Routing congestion map:
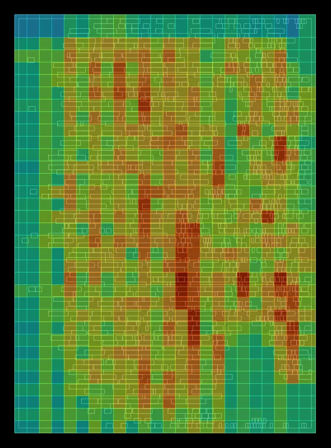
Drive-strength map:
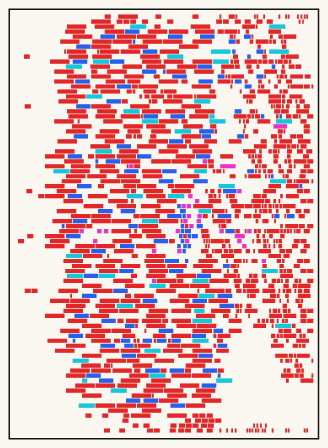
Wiring heat map:
The bar under the picture is 50 µm long. 17 x 23 tiles, from dark purple (low) to yellow (high), scaled to the fullest tile. Values are wire area over tile area, all layers added.
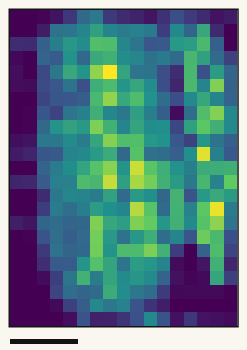
==> src/rtl/lstm_sequence_feeder.sv <==
// Upstream AXI4-Lite write driver for the LSTM wrapper: buffers signed samples in a FIFO and
// issues one X_IN write per sample, pacing each step on the wrapper's y_out_valid strobe.
module lstm_sequence_feeder #(
  parameter int unsigned FIFO_DEPTH = 16,
  parameter logic [31:0] X_IN_ADDR  = 32'd288
) (
  input  logic        clk,
  input  logic        rst,
  input  logic        enable,
  input  logic [15:0] s_data,
  input  logic        s_valid,
  output logic        s_ready,
  input  logic        s_last,
  output logic [31:0] awaddr,
  output logic [2:0]  awprot,
  output logic        awvalid,
  input  logic        awready,
  output logic [31:0] wdata,
  output logic [3:0]  wstrb,
  output logic        wvalid,
  input  logic        wready,
  input  logic [1:0]  bresp,
  input  logic        bvalid,
  output logic        bready,
  input  logic        y_out_valid,
  output logic        busy,
  output logic [31:0] samples_sent,
  output logic [15:0] err_count,
  output logic        seq_done
);
  localparam int unsigned PtrW = $clog2(FIFO_DEPTH);
  localparam int unsigned CntW = PtrW + 1;
  localparam logic [CntW-1:0] CntFull = CntW'(FIFO_DEPTH);

  typedef enum logic [1:0] {StIdle, StWrite, StResp, StWaitY} state_e;

  logic [16:0]     mem_q [FIFO_DEPTH];
  logic [PtrW-1:0] wr_ptr_q;
  logic [PtrW-1:0] rd_ptr_q;
  logic [CntW-1:0] count_q;
  logic [16:0]     head;
  logic            push;
  logic            pop;
  logic            empty;

  state_e          state_q;
  logic            cur_last_q;
  logic            y_seen_q;
  logic            aw_done;
  logic            w_done;
  logic            y_hit;

  assign awaddr  = X_IN_ADDR;
  assign awprot  = 3'b000;
  assign wstrb   = 4'hF;

  assign empty   = (count_q == '0);
  assign s_ready = (count_q != CntFull);
  assign push    = s_valid && s_ready;
  assign pop     = (state_q == StIdle) && enable && !empty;
  assign head    = mem_q[rd_ptr_q];

  // Storage is not reset; occupancy alone defines valid entries.
  always_ff @(posedge clk) begin
    if (push) begin
      mem_q[wr_ptr_q] <= {s_last, s_data};
    end
  end

  always_ff @(posedge clk) begin
    if (rst) begin
      wr_ptr_q <= '0;
      rd_ptr_q <= '0;
      count_q  <= '0;
    end else begin
      if (push) wr_ptr_q <= wr_ptr_q + PtrW'(1);
      if (pop)  rd_ptr_q <= rd_ptr_q + PtrW'(1);
      if (push && !pop) begin
        count_q <= count_q + CntW'(1);
      end else if (!push && pop) begin
        count_q <= count_q - CntW'(1);
      end
    end
  end

  // A channel is done once its valid has dropped or its handshake happens this cycle.
  assign aw_done = !awvalid || awready;
  assign w_done  = !wvalid || wready;
  // A strobe coinciding with bvalid counts as already seen, so WAIT_Y cannot miss it.
  assign y_hit   = y_seen_q || y_out_valid;

  always_ff @(posedge clk) begin
    if (rst) begin
      state_q      <= StIdle;
      awvalid      <= 1'b0;
      wvalid       <= 1'b0;
      bready       <= 1'b0;
      wdata        <= '0;
      busy         <= 1'b0;
      samples_sent <= '0;
      err_count    <= '0;
      seq_done     <= 1'b0;
      cur_last_q   <= 1'b0;
      y_seen_q     <= 1'b0;
    end else begin
      seq_done <= 1'b0;
      unique case (state_q)
        StIdle: begin
          if (pop) begin
            wdata      <= {{16{head[15]}}, head[15:0]};
            cur_last_q <= head[16];
            awvalid    <= 1'b1;
            wvalid     <= 1'b1;
            y_seen_q   <= 1'b0;
            busy       <= 1'b1;
            state_q    <= StWrite;
          end
        end
        StWrite: begin
          if (awready)     awvalid  <= 1'b0;
          if (wready)      wvalid   <= 1'b0;
          if (y_out_valid) y_seen_q <= 1'b1;
          if (aw_done && w_done) begin
            bready  <= 1'b1;
            state_q <= StResp;
          end
        end
        StResp: begin
          if (y_out_valid) y_seen_q <= 1'b1;
          if (bvalid) begin
            bready <= 1'b0;
            if (bresp == 2'b00) begin
              samples_sent <= samples_sent + 32'd1;
              if (y_hit) begin
                seq_done <= cur_last_q;
                busy     <= 1'b0;
                state_q  <= StIdle;
              end else begin
                state_q  <= StWaitY;
              end
            end else begin
              if (err_count != 16'hFFFF) err_count <= err_count + 16'd1;
              busy    <= 1'b0;
              state_q <= StIdle;
            end
          end
        end
        StWaitY: begin
          if (y_out_valid) begin
            seq_done <= cur_last_q;
            busy     <= 1'b0;
            state_q  <= StIdle;
          end
        end
        default: state_q <= StIdle;
      endcase
    end
  end

endmodule

==> config.mk <==
export PLATFORM = sky130hd
export DESIGN_NAME = lstm_sequence_feeder
export DESIGN_NICKNAME = d
export VERILOG_FILES = /design/src/rtl/lstm_sequence_feeder.sv
export SDC_FILE = /design/constraint.sdc
export NUM_CORES = 1
export LEC_CHECK = 0
export CAP_MARGIN = 15
export CORE_ASPECT_RATIO = 1.4
export CORE_MARGIN = 2
export CORE_UTILIZATION = 40
export DETAILED_ROUTE_END_ITERATION = 16
export MAX_ROUTING_LAYER = met4
export PLACE_DENSITY = 0.59
export SLEW_MARGIN = 0
export SYNTH_ARGS = -nofsm -noshare
export SYNTH_HDL_FRONTEND = slang
export SYNTH_SLANG_ARGS = --single-unit
==> constraint.sdc <==
create_clock -name clk -period 4.1 [get_ports clk]
set_input_delay 0.82 -clock clk [delete_from_list [all_inputs] [get_ports clk]]
set_output_delay 0.82 -clock clk [all_outputs]
set_load 0.02 [all_outputs]
==> Changelog: implementation <==
### Implementation results

- Mux frac, synth: 0.1359
- Dpl cells: 1504
- Unique cell types: 58
- Status: complete, no violations
- WS Path Type: flop to output pin
- Count of filler cells inserted in the layout: 3155
- Clock transition at the registers of the reported paths: 0.07 ns
- Max-cap violations: 0
- Metal2 WL: 17400 µm
- Routed Wire Length: 32890 µm
- Max VDD drop: 0.0002395 V
- Die width: 167.9 µm
- Largest net degree at the start of global routing: 59
- CP bufs+invs: 1
- Buffers on Ports: 112
- Worst Skew: 0.01157 ns
- Slew HR: 0.2772
- Worst setup path end: s_ready
- Setup ws final: 1.084 ns
- Number of diodes: 0
- Synth cell count leaders: edfxtp_1, dfxtp_1, mux4_2, buf_4, nor2_1
- CP max stage delay: 0.57 ns
- Top Registers: mem_q: 272 flops, samples_sent: 32 flops
- Final Setup Violations: 0
- Worst slew pin tran: 1.084 ns
- WL per Instance: 20.96 µm
- ANT nets after route: 0
- Total Routing Usage GR: 0.1743
- Int Pwr: 6.827 mW
- Worst endpoint data arrival time: 2.20 ns
- Die area: 39210 µm²
- Crit. Startpoint: count_q[0]
- Hold Worst Slack: 0.4870 ns
- Leakage: 5.639 nW
- Post-CTS Setup Bufs: 0
- Top reg by flops: mem_q
- Combinational share of power: 0.199
- Share of cells above drive strength 1: 0.1788
- Part of the power in the clock network: 0.338
- Worst Hold Endpoint: bready
- Biggest area cells: edfxtp_1, dfxtp_1, mux4_2
- Fmax: 331.6 MHz
- Gpl congestion: 0.7981
- Area grow syn2layout: 17.27%
- Synth Register Bits: 358
- Vias per cell: 5.355
- Post-synthesis sequential area ratio: 0.6572
- Drt pass-1 iters: 5
- Area leader share: 0.5428
- Initial detailed-routing violation count: 877
- Avg Cell Area, Syn: 15.68 µm²
- Fa+ha+maj area frac: 0.01463
- Fin crit period: 3.016 ns
- Late-Pin Clk Latency: 0.53 ns
- I/O Pins: 152
- Grt ovf: 0
- OpenROAD warnings: 33
- CTS tree: yes
- Design Area, Final: 17650 µm²
- Number of enable flip-flop cells: 272
- Synth warn: 0
- Cell Area, Placed: 16520 µm²
- Post-Synthesis Cells: 960
- Reg-to-Reg Start: count_q[0]
## Picture notes: 'routing congestion map'
final core utilization: 0.4730
M3 GR Usage: 0.02592
global-route layer with the greatest usage: met2
met1 GRT Util: 0.2121
grt met2 use: 0.3059

## Picture notes: 'drive-strength map'
- cyan: _6 and larger (cells 44)
- red: _0 and _1 cells (cells 900)
- blue: _2 cells (cells 123)
- magenta: _3 and _4 cells (cells 29)

## Picture notes: 'wiring heat map'
- mean over tiles: 0.13
- tiles over half the peak: 31%
- emptiest ninth of the die: bottom left
- fullest tile: 0.35
- nearly empty tiles: 12%

==> layout by cell type, fill, tap and decap left out, types with 25 or more instances in the layout <==
| cell | count |
|---|---|
| mux2i_1 | 39 |
| nand2_1 | 28 |
| mux4_2 | 68 |
| clkbuf_16 | 36 |
| nor2_1 | 38 |
| buf_4 | 25 |
| nand3_1 | 36 |
| dfxtp_1 | 83 |
| edfxtp_1 | 272 |
| conb_1 | 39 |
| a21oi_1 | 33 |
| clkdlybuf4s50_1 | 111 |
==> final cells by class <==
type / instances / area (µm²) / share of cell area
clock inverter: 21 / 193.9 / 0.01099
sequential: 358 / 9896 / 0.5608
clock buffer: 44 / 930.9 / 0.05275
timing repair buffer: 139 / 1344 / 0.07615
tap: 473 / 591.8 / 0.03354
inverter: 20 / 75.07 / 0.004254
multi-input combinational: 514 / 4616 / 0.2616
Power is estimated from default activity; no workload was simulated.
